<file path="config.mk">
export PLATFORM = sky130hd
export DESIGN_NAME = load_store_unit_flat
export DESIGN_NICKNAME = d
export VERILOG_FILES = /design/src/rtl/lsu_pkg.sv /design/src/rtl/load_store_unit_if.sv /design/src/rtl/lsu_load_align.sv /design/src/rtl/load_store_unit.sv /design/src/flat_wrapper.sv
export SDC_FILE = /design/constraint.sdc
export NUM_CORES = 1
export LEC_CHECK = 0
export ABC_AREA = 1
export CORE_AREA = 5 5 144 146
export CTS_CLUSTER_DIAMETER = 200
export DETAILED_ROUTE_END_ITERATION = 8
export DIE_AREA = 0 0 149 151
export GPL_TIMING_DRIVEN = 1
export HOLD_SLACK_MARGIN = 0.08
export PLACE_DENSITY = 0.76
export SETUP_SLACK_MARGIN = 0.5
export SYNTH_ARGS = -nofsm -noshare
export SYNTH_HDL_FRONTEND = slang
export SYNTH_SLANG_ARGS = --single-unit
</file>
<file path="constraint.sdc">
create_clock -name clk -period 2.1 [get_ports clk]
set_clock_uncertainty 0.1 [all_clocks]
set_input_delay 0.42 -clock clk [delete_from_list [all_inputs] [get_ports clk]]
set_output_delay 0.42 -clock clk [all_outputs]
set_load 0.02 [all_outputs]
</file>
<file path="src/rtl/lsu_pkg.sv">
// Load/store unit shared definitions.
// Holds the request size encodings, the FSM state enum, and the helpers
// that check alignment and place store data into its 32-bit byte lanes.
package lsu_pkg;

  typedef enum logic [1:0] {
    SZ_B = 2'd0,
    SZ_H = 2'd1,
    SZ_W = 2'd2,
    SZ_D = 2'd3
  } size_e;

  typedef enum logic [2:0] {
    IDLE  = 3'd0,
    BEAT0 = 3'd1,
    BEAT1 = 3'd2,
    WAIT  = 3'd3,
    RESP  = 3'd4
  } state_e;

  // Natural alignment: an access of 2^size bytes needs its low size bits clear.
  function automatic logic misaligned(size_e size, logic [2:0] low);
    case (size)
      SZ_H:    return low[0];
      SZ_W:    return |low[1:0];
      SZ_D:    return |low;
      default: return 1'b0;
    endcase
  endfunction

  function automatic logic [3:0] store_strobe(size_e size, logic [1:0] offset);
    case (size)
      SZ_B:    return 4'b0001 << offset;
      SZ_H:    return offset[1] ? 4'b1100 : 4'b0011;
      default: return 4'hF;
    endcase
  endfunction

  // Right-aligned store data moved into its little-endian lanes; other lanes are 0.
  function automatic logic [31:0] store_lanes(size_e size, logic [1:0] offset, logic [31:0] data);
    case (size)
      SZ_B:    return {24'b0, data[7:0]} << {offset, 3'b000};
      SZ_H:    return offset[1] ? {data[15:0], 16'b0} : {16'b0, data[15:0]};
      default: return data;
    endcase
  endfunction

endpackage

</file>
<file path="src/rtl/load_store_unit_if.sv">
// Core-side request/response bus of the load/store unit.
//   req_valid/req_ready  request handshake
//   req_write            1 = store, 0 = load
//   req_size             B/H/W/D (lsu_pkg::size_e encoding)
//   req_unsigned         zero-extend load result
//   req_addr/req_wdata   byte address and right-aligned store data
//   resp_valid           one-cycle completion pulse
//   resp_err/resp_rdata  error flag and extended load data
// master = core/control path, slave = load_store_unit.
interface load_store_unit_if;
  logic        req_valid;
  logic        req_ready;
  logic        req_write;
  logic [1:0]  req_size;
  logic        req_unsigned;
  logic [63:0] req_addr;
  logic [63:0] req_wdata;
  logic        resp_valid;
  logic        resp_err;
  logic [63:0] resp_rdata;

  modport master (
    output req_valid, req_write, req_size, req_unsigned, req_addr, req_wdata,
    input  req_ready, resp_valid, resp_err, resp_rdata
  );

  modport slave (
    input  req_valid, req_write, req_size, req_unsigned, req_addr, req_wdata,
    output req_ready, resp_valid, resp_err, resp_rdata
  );
endinterface

</file>
<file path="src/rtl/lsu_load_align.sv">
// Load data extraction and extension (combinational).
//   raw          captured memory data; {hi, lo} for D, {32'b0, word} otherwise
//   size         access size
//   offset       byte address bits [1:0]
//   is_unsigned  zero-extend instead of sign-extend (ignored for D)
//   rdata        64-bit extended load result
module lsu_load_align
  import lsu_pkg::*;
(
  input  logic [63:0] raw,
  input  size_e       size,
  input  logic [1:0]  offset,
  input  logic        is_unsigned,
  output logic [63:0] rdata
);

  logic [31:0] word;
  logic [7:0]  byte_sel;
  logic [15:0] half_sel;

  always_comb begin
    word     = raw[31:0];
    byte_sel = word[{offset, 3'b000} +: 8];
    half_sel = offset[1] ? word[31:16] : word[15:0];
    case (size)
      SZ_B:    rdata = is_unsigned ? {56'b0, byte_sel} : {{56{byte_sel[7]}}, byte_sel};
      SZ_H:    rdata = is_unsigned ? {48'b0, half_sel} : {{48{half_sel[15]}}, half_sel};
      SZ_W:    rdata = is_unsigned ? {32'b0, word} : {{32{word[31]}}, word};
      default: rdata = raw;
    endcase
  end

endmodule

</file>
<file path="src/rtl/load_store_unit.sv">
// Load/store unit between the core and a synchronous-read 32-bit data array.
// Splits one B/H/W/D request into one or two 32-bit beats with byte strobes,
// checks alignment and range at accept, and returns extended load data.
//   clk, reset   clock and synchronous active-high reset
//   bus          core request/response (load_store_unit_if.slave)
//   mem_en/we    beat active / beat is a write
//   mem_addr     word index
//   mem_wstrb    write byte enables
//   mem_wdata    write data in its byte lanes
//   mem_rdata    read data, valid the cycle after a read beat
module load_store_unit
  import lsu_pkg::*;
#(
  parameter int ADDR_W = 8
) (
  input  logic              clk,
  input  logic              reset,
  load_store_unit_if.slave  bus,
  output logic              mem_en,
  output logic              mem_we,
  output logic [ADDR_W-3:0] mem_addr,
  output logic [3:0]        mem_wstrb,
  output logic [31:0]       mem_wdata,
  input  logic [31:0]       mem_rdata
);

  state_e            state;
  logic              write_q;
  size_e             size_q;
  logic              unsigned_q;
  logic [ADDR_W-1:0] addr_q;
  logic [31:0]       wdata_hi_q;
  logic [31:0]       lo_q;

  logic        accept;
  logic        req_error;
  logic [63:0] raw_capture;
  logic [63:0] aligned_rdata;

  assign accept    = bus.req_valid && bus.req_ready;
  assign req_error = misaligned(size_e'(bus.req_size), bus.req_addr[2:0]) ||
                     (|bus.req_addr[63:ADDR_W]);

  // In WAIT mem_rdata is the single word, or the high word of a D load.
  assign raw_capture = (size_q == SZ_D) ? {mem_rdata, lo_q} : {32'b0, mem_rdata};

  lsu_load_align u_align (
    .raw         (raw_capture),
    .size        (size_q),
    .offset      (addr_q[1:0]),
    .is_unsigned (unsigned_q),
    .rdata       (aligned_rdata)
  );

  // Memory outputs are registered, so they are loaded on the edge that enters
  // BEAT0/BEAT1 and fall back to 0 on every other edge.
  always_ff @(posedge clk) begin
    if (reset) begin
      state          <= IDLE;
      write_q        <= 1'b0;
      size_q         <= SZ_B;
      unsigned_q     <= 1'b0;
      addr_q         <= '0;
      wdata_hi_q     <= '0;
      lo_q           <= '0;
      bus.req_ready  <= 1'b1;
      bus.resp_valid <= 1'b0;
      bus.resp_err   <= 1'b0;
      bus.resp_rdata <= '0;
      mem_en         <= 1'b0;
      mem_we         <= 1'b0;
      mem_addr       <= '0;
      mem_wstrb      <= '0;
      mem_wdata      <= '0;
    end else begin
      mem_en         <= 1'b0;
      mem_we         <= 1'b0;
      mem_addr       <= '0;
      mem_wstrb      <= '0;
      mem_wdata      <= '0;
      bus.resp_valid <= 1'b0;
      case (state)
        IDLE: begin
          if (accept) begin
            write_q        <= bus.req_write;
            size_q         <= size_e'(bus.req_size);
            unsigned_q     <= bus.req_unsigned;
            addr_q         <= bus.req_addr[ADDR_W-1:0];
            wdata_hi_q     <= bus.req_wdata[63:32];
            bus.req_ready  <= 1'b0;
            bus.resp_rdata <= '0;
            if (req_error) begin
              bus.resp_err   <= 1'b1;
              bus.resp_valid <= 1'b1;
              state          <= RESP;
            end else begin
              bus.resp_err <= 1'b0;
              mem_en       <= 1'b1;
              mem_we       <= bus.req_write;
              mem_addr     <= bus.req_addr[ADDR_W-1:2];
              if (bus.req_write) begin
                mem_wstrb <= store_strobe(size_e'(bus.req_size), bus.req_addr[1:0]);
                mem_wdata <= store_lanes(size_e'(bus.req_size), bus.req_addr[1:0],
                                         bus.req_wdata[31:0]);
              end
              state <= BEAT0;
            end
          end
        end
        BEAT0: begin
          if (size_q == SZ_D) begin
            mem_en   <= 1'b1;
            mem_we   <= write_q;
            mem_addr <= addr_q[ADDR_W-1:2] + (ADDR_W-2)'(1);
            if (write_q) begin
              mem_wstrb <= 4'hF;
              mem_wdata <= wdata_hi_q;
            end
            state <= BEAT1;
          end else if (write_q) begin
            bus.resp_valid <= 1'b1;
            state          <= RESP;
          end else begin
            state <= WAIT;
          end
        end
        BEAT1: begin
          if (write_q) begin
            bus.resp_valid <= 1'b1;
            state          <= RESP;
          end else begin
            lo_q  <= mem_rdata;
            state <= WAIT;
          end
        end
        WAIT: begin
          bus.resp_rdata <= aligned_rdata;
          bus.resp_valid <= 1'b1;
          state          <= RESP;
        end
        RESP: begin
          bus.req_ready <= 1'b1;
          state         <= IDLE;
        end
        default: begin
          bus.req_ready <= 1'b1;
          state         <= IDLE;
        end
      endcase
    end
  end

endmodule

</file>
<file path="src/flat_wrapper.sv">
// flat-port wrapper written by rule: the top's interface ports become plain ports
module load_store_unit_flat import lsu_pkg::*;
#(
  parameter int ADDR_W = 8
)
  (clk, reset, mem_en, mem_we, mem_addr, mem_wstrb, mem_wdata, mem_rdata, bus_req_valid, bus_req_write, bus_req_size, bus_req_unsigned, bus_req_addr, bus_req_wdata, bus_req_ready, bus_resp_valid, bus_resp_err, bus_resp_rdata);
  load_store_unit_if bus_i ();
  input  logic clk;
  input  logic reset;
  output logic mem_en;
  output logic mem_we;
  output logic [ADDR_W-3:0] mem_addr;
  output logic [3:0] mem_wstrb;
  output logic [31:0] mem_wdata;
  input  logic [31:0] mem_rdata;
  input wire logic [$bits(bus_i.req_valid)-1:0] bus_req_valid;
  input wire logic [$bits(bus_i.req_write)-1:0] bus_req_write;
  input wire logic [$bits(bus_i.req_size)-1:0] bus_req_size;
  input wire logic [$bits(bus_i.req_unsigned)-1:0] bus_req_unsigned;
  input wire logic [$bits(bus_i.req_addr)-1:0] bus_req_addr;
  input wire logic [$bits(bus_i.req_wdata)-1:0] bus_req_wdata;
  output wire logic [$bits(bus_i.req_ready)-1:0] bus_req_ready;
  output wire logic [$bits(bus_i.resp_valid)-1:0] bus_resp_valid;
  output wire logic [$bits(bus_i.resp_err)-1:0] bus_resp_err;
  output wire logic [$bits(bus_i.resp_rdata)-1:0] bus_resp_rdata;
  assign bus_i.req_valid = bus_req_valid;
  assign bus_i.req_write = bus_req_write;
  assign bus_i.req_size = bus_req_size;
  assign bus_i.req_unsigned = bus_req_unsigned;
  assign bus_i.req_addr = bus_req_addr;
  assign bus_i.req_wdata = bus_req_wdata;
  assign bus_req_ready = bus_i.req_ready;
  assign bus_resp_valid = bus_i.resp_valid;
  assign bus_resp_err = bus_i.resp_err;
  assign bus_resp_rdata = bus_i.resp_rdata;
  load_store_unit #(.ADDR_W(ADDR_W)) u_core (.clk(clk), .reset(reset), .bus(bus_i), .mem_en(mem_en), .mem_we(mem_we), .mem_addr(mem_addr), .mem_wstrb(mem_wstrb), .mem_wdata(mem_wdata), .mem_rdata(mem_rdata));
endmodule
</file>
### Drive-strength map, run 1

Drawn at 2 px/µm.
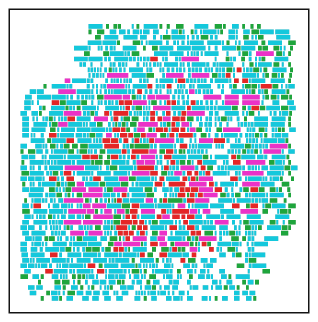
legend:
  drive 1 or less:
    colour: cyan
    cells: 1113
    share: 68%
  drive 2:
    colour: green
    cells: 292
    share: 18%
  drive 6 and up:
    colour: magenta
    cells: 87
    share: 5.3%
  drive 3 to 4:
    colour: red
    cells: 137
    share: 8.4%
Syn-to-layout area delta: 59.0%
buffer count excluding the clock tree in the final layout: 398
final worst slack: 307 ps
cell area after layout: 14100 µm²

### Routed metal per tile, run 1

Drawn at 2 px/µm. The die is cut into 30 by 30 equal tiles; dark purple is low, yellow is high, scaled to the fullest tile. Values are wire area over tile area, all layers added.
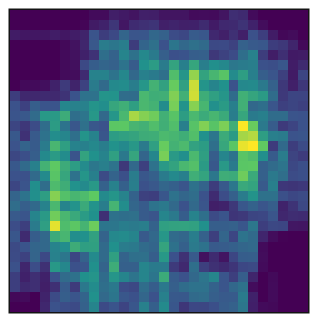
densest ninth of the die: centre
nearly empty tiles: 9.0%
fullest tile: 0.87
drt wl/cell: 19.8 µm
GR Util All Layers: 30.1%
overall routed net length: 37600 µm
Vias: 10604

### Clock nets, run 1

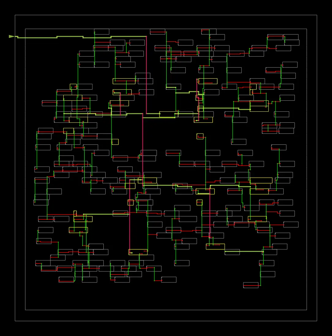
clk pwr: 3310 µW
CTS buffer count: 17
CTS Sinks: 190
flip-flops: 190
later-pin clock latency in the skew report: 450 ps

### Met3 routing, run 1

Drawn at 2 px/µm. Cells faint in the background.
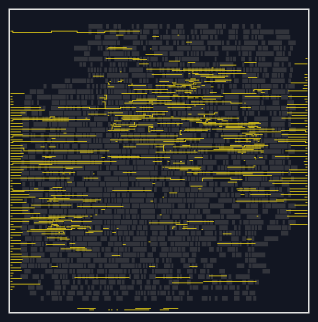
share of all routed wire: 9.8%
main direction: horizontal
nets with wire on the layer: 310
longest straight run: 58.4 µm
GRT met3 Usage: 8.38%

-- run 1: worst min-delay path: stages --
cell and delay (ps):
buf_4 130, nor2_1 80, nand2_1 70
-- run 1: registers in the layout (all words and copies together), names as in the netlist --
name	cells
u_core.mem_wstrb	4
u_core.write_q	1
u_core.mem_addr	6
u_core.mem_en	1
u_core.bus.resp_valid	1
u_core.unsigned_q	1
u_core.addr_q	8
u_core.mem_we	1
u_core.bus.resp_rdata	64
u_core.state	3
u_core.lo_q	32
u_core.bus.resp_err	1
u_core.wdata_hi_q	32
u_core.size_q	2
u_core.mem_wdata	32
u_core.bus.req_ready	1
==> impl_metrics.yaml, run 1 <==
# implementation run metrics
final_layout:
  lay_top_count: "nand2_1"
  logic_area_um2: 5040
  count_of_clock_net_buffers_in_the_final_layout: 21
  biggestCellCategory: "combinational gates"
  instances_no_fill: 1895
grt:
  total_grt_overflow: 0
  global_route.usage.met1_pct: 37.7
critical_path:
  path_buffers: 3
  slowest_delay_ps: 400
  setup.reg_to_reg.worst_slack_ps: 310
  r2r_end: "u_core.bus.resp_rdata[30]"
  worstSetupPathDepth: 11
hold_path:
  hold_path_startpoint: "reset"
pwr:
  max-vdd-ir-drop_v: 0.000730
  power-per-cell-area_nw_per_um2: 634
  share_of_total_power_in_combinational_logic_pct: 20.7
  sequentialPowerShare_pct: 42.2
  swShare_pct: 29.1
  switchingPower_uw: 2600
  power_leakage_uw: 0.00601
run_status:
  status: "complete, no violations"
synthesis:
  post_synth_tally_of_flip_flops_with_integrated_enable: 0
  ys_sh_simple_pct: 25.0
  common_cells: "nand2_1 (277), a21oi_1 (211), dfxtp_1 (190)"
  synth_top_area_share_pct: 42.9
floorplan:
  io_pins: 278
  rows: 51
final_timing:
  setup_violations: 0
route:
  wl_met3_um: 3700
## Run 2: what changed since run 1
--- a/config.mk
+++ b/config.mk
@@ -6,13 +6,13 @@
 export NUM_CORES = 1
 export LEC_CHECK = 0
 export ABC_AREA = 1
-export CORE_AREA = 5 5 144 146
+export CORE_AREA = 5 5 147 149
 export CTS_CLUSTER_DIAMETER = 200
 export DETAILED_ROUTE_END_ITERATION = 8
-export DIE_AREA = 0 0 149 151
+export DIE_AREA = 0 0 152 154
 export GPL_TIMING_DRIVEN = 1
 export HOLD_SLACK_MARGIN = 0.08
-export PLACE_DENSITY = 0.76
+export PLACE_DENSITY = 0.73
 export SETUP_SLACK_MARGIN = 0.5
 export SYNTH_ARGS = -nofsm -noshare
 export SYNTH_HDL_FRONTEND = slang
==> constraint.sdc (replaced) <==
create_clock -name clk -period 1.7 [get_ports clk]
set_clock_uncertainty 0.1 [all_clocks]
set_input_delay 0.34 -clock clk [delete_from_list [all_inputs] [get_ports clk]]
set_output_delay 0.34 -clock clk [all_outputs]
set_load 0.02 [all_outputs]
### Met3 routing, run 2

Drawn at 2 px/µm. Cells faint in the background.
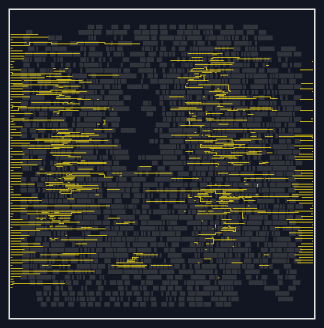
nets with wire on the layer: 326
share of all routed wire: 10%
wire length on this layer: 3740 µm
longest straight run: 53.1 µm
main direction: horizontal
Vias: 10448
GRT met3 Usage: 6.69%
overall routed net length: 36000 µm

### Routed metal per tile, run 2

Drawn at 2 px/µm. The die is cut into 30 by 31 equal tiles; dark purple is low, yellow is high, scaled to the fullest tile. Values are wire area over tile area, all layers added.
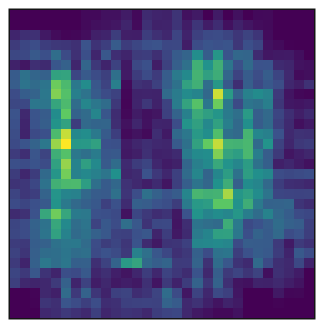
mean over tiles: 0.26
tiles over half the peak: 11%
nearly empty tiles: 7.3%
drt wl/cell: 18.7 µm
GR Util All Layers: 26.1%

==> run 2 against run 1 <==
The flow now finishes with violations (setup timing). Count of clock-buffer cells in the layout decreased by 3. Highest routed layer unchanged. Synthesized area unchanged. Largest power group unchanged. Non-clock buffer count grew 23.
==> impl_metrics.yaml, run 2 <==
# implementation run metrics
final_timing:
  final.setup.worst_slack_ps: -135
  setup_violations: 73
pwr:
  clock_net_power_uw: 3910
  max-vdd-ir-drop_v: 0.000801
  share_of_total_power_in_combinational_logic_pct: 22.1
  sequentialPowerShare_pct: 42.3
  power_leakage_uw: 0.00617
final_layout:
  instances_no_fill: 1923
  areaGrowthSynthToFinish_pct: 68.0
  logic_area_um2: 5030
  lay_top_count: "nand2_1"
  count_of_clock_net_buffers_in_the_final_layout: 18
  biggest_register: "u_core.bus.resp_rdata"
synthesis:
  common_cells: "nand2_1 (277), a21oi_1 (211), dfxtp_1 (190)"
  post_synth_tally_of_flip_flops_with_integrated_enable: 0
route:
  wl_met3_um: 3740
run_status:
  status: "finished with violations"
  violations: "setup timing"
clock_tree:
  tritoncts.num_buffers: 17
  clock-sinks: 190
critical_path:
  worstSetupPathDepth: 10
  path_buffers: 2
floorplan:
  io_pins: 278
  rows: 52
[run 2: netlist changes by cell type in the layout (fill, tap and decap cells not counted), moves of 16 or more]
cell	delta
clkdlybuf4s15_2	-43
buf_2	-37
buf_4	+16
clkdlybuf4s15_1	-17
nand2_4	-18
dfxtp_1	-109
o21ai_0	-24
dfxtp_2	+110
o21ai_2	+17
buf_6	+115
clkbuf_2	-45
dlygate4sd2_1	+28
[run 2: how the worst min path moves through the flow]
stage	start	endpoint	slack, ps	cells past startpoint
final	reset	u_core.bus.req_ready	120	3
after global routing	reset	u_core.bus.req_ready	110	3
after CTS	reset	u_core.bus.req_ready	90	3
after detailed placement	u_core.lo_q[3]	u_core.lo_q[3]	340	2
after global placement	u_core.lo_q[1]	u_core.lo_q[1]	340	2
after floorplan	u_core.lo_q[0]	u_core.lo_q[0]	330	2
## Run 3: what changed since run 2
--- a/config.mk
+++ b/config.mk
@@ -17,3 +17,4 @@
 export SYNTH_ARGS = -nofsm -noshare
 export SYNTH_HDL_FRONTEND = slang
 export SYNTH_SLANG_ARGS = --single-unit
+export TNS_END_PERCENT = 50
### Drive-strength map, run 3

Drawn at 2 px/µm.
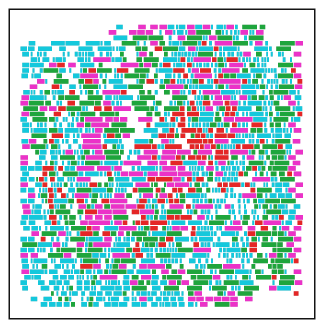
legend:
  drive 3 to 4:
    colour: red
    cells: 168
    share: 10%
  drive 1 or less:
    colour: cyan
    cells: 958
    share: 57%
  drive 2:
    colour: green
    cells: 327
    share: 20%
  drive 6 and up:
    colour: magenta
    cells: 214
    share: 13%
buffer count excluding the clock tree in the final layout: 436
cell area after layout: 15400 µm²

### Met3 routing, run 3

Drawn at 2 px/µm. Cells faint in the background.
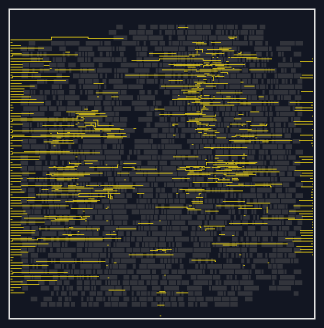
share of all routed wire: 9.9%
nets with wire on the layer: 342
wire length on this layer: 3900 µm
main direction: horizontal
GRT met3 Usage: 7.39%
overall routed net length: 39400 µm

==> run 3 against run 2 <==
The run still ends with setup timing left. Synthesized area unchanged. Final area up 3.6%. Register-to-register slack worse by 20 ps. Combinational power up 4%. Clock power up about 10%. Count of clock-buffer cells in the layout down 1. Wire length up 9.4%. Sequential share of layout area down 0.90 points. Worst hold slack worse by 37 ps. Via count up 3.0%. Fmax down 1.1%. Core utilization up 2.7 points. Critical endpoint is now u_core.bus.resp_rdata[55]. Largest cell class unchanged. Largest power group unchanged. Highest routed layer unchanged.
==> impl_metrics.yaml, run 3 <==
# implementation run metrics
critical_path:
  worstSetupPathDepth: 9
  slowest_stage: "dfxtp_4"
  r2r_end: "u_core.bus.resp_rdata[55]"
  path_buffers: 1
  setup.reg_to_reg.worst_slack_ps: -160
  crit_path_max_fanout: 7
final_timing:
  setup_violations: 88
  timing_worst_slew_pin_value_ps: 806
  final.setup.worst_slack_ps: -156
synthesis:
  synthesis.area_um2: 8860
  cells_yosys: 1277
  post_synth.cell_area_avg_um2: 6.94
  synth_nets: 1445
  common_cells: "nand2_1 (277), a21oi_1 (211), dfxtp_1 (190)"
  yosysTopAreaCell: "dfxtp_1"
  post_synth_tally_of_flip_flops_with_integrated_enable: 0
hold_path:
  hold_path_startpoint: "reset"
  hold_path_endpoint: "u_core.bus.req_ready"
  worst_hold_path.num_cells: 3
grt:
  grt_max_degree: 54
  grt.total_usage_pct: 27.8
pwr:
  power_leakage_uw: 0.00653
  max-vdd-ir-drop_v: 0.000722
  p_total_uw: 11500
run:
  maxCapViolations: 0
floorplan:
  die-area_um2: 23400
  io_pins: 278
  rows: 52
final_layout:
  lay_top_count: "nand2_1"
  instances_no_fill: 1937
  areaGrowthSynthToFinish_pct: 74.0
  biggest_register: "u_core.bus.resp_rdata"
  mostFrequentLayoutCells: "nand2_1 (210), a21oi_1 (156), buf_6 (135)"
placement:
  placed_cell_area_um2: 12500
  routabilityCongestion: 0.934
clock_tree:
  h_tree_depth: 4
  clock-sinks: 190
  tritoncts.num_buffers: 17
  root_buffer: "clkbuf_16"
route:
  drt-wirelength-per-cell_um: 20.3
  detailroute.via_count: 10761
run_status:
  status: "finished with violations"
  violations: "setup timing"
==> run 3: area by class of cell <==
cell class	instances	area [µm²]
multi-input combinational	910	5310
timing repair buffer	436	4780
clock buffer	17	425
inverter	99	413
sequential	190	3960
clock inverter	15	199
fill	1418	4610
tap	270	338
==> run 3: what timing repair did <==
item,4_1_cts,5_1_grt
cloned,3,21
pin swaps,82,48
endpoints found under the setup margin,300,300
hold endpoints to repair,1,0
setup buffers,17,28
resized,958,262
==> run 3: power by group <==
part / internal, µW / leakage, µW / switching (µW)
Clock: 2260 / 0.000306 / 2060
Sequential: 4550 / 0.00160 / 102
Combinational: 1160 / 0.00462 / 1360
Total: 7970 / 0.00653 / 3520
==> run 3: metal layers <==
metal	routed length, µm	vias up
li1	-	4939
met1	14600	4961
met2	19100	703
met3	3900	158
met4	1770	0
met5	0	-
Power figures rest on the tool's default switching activity, not on a simulated workload.
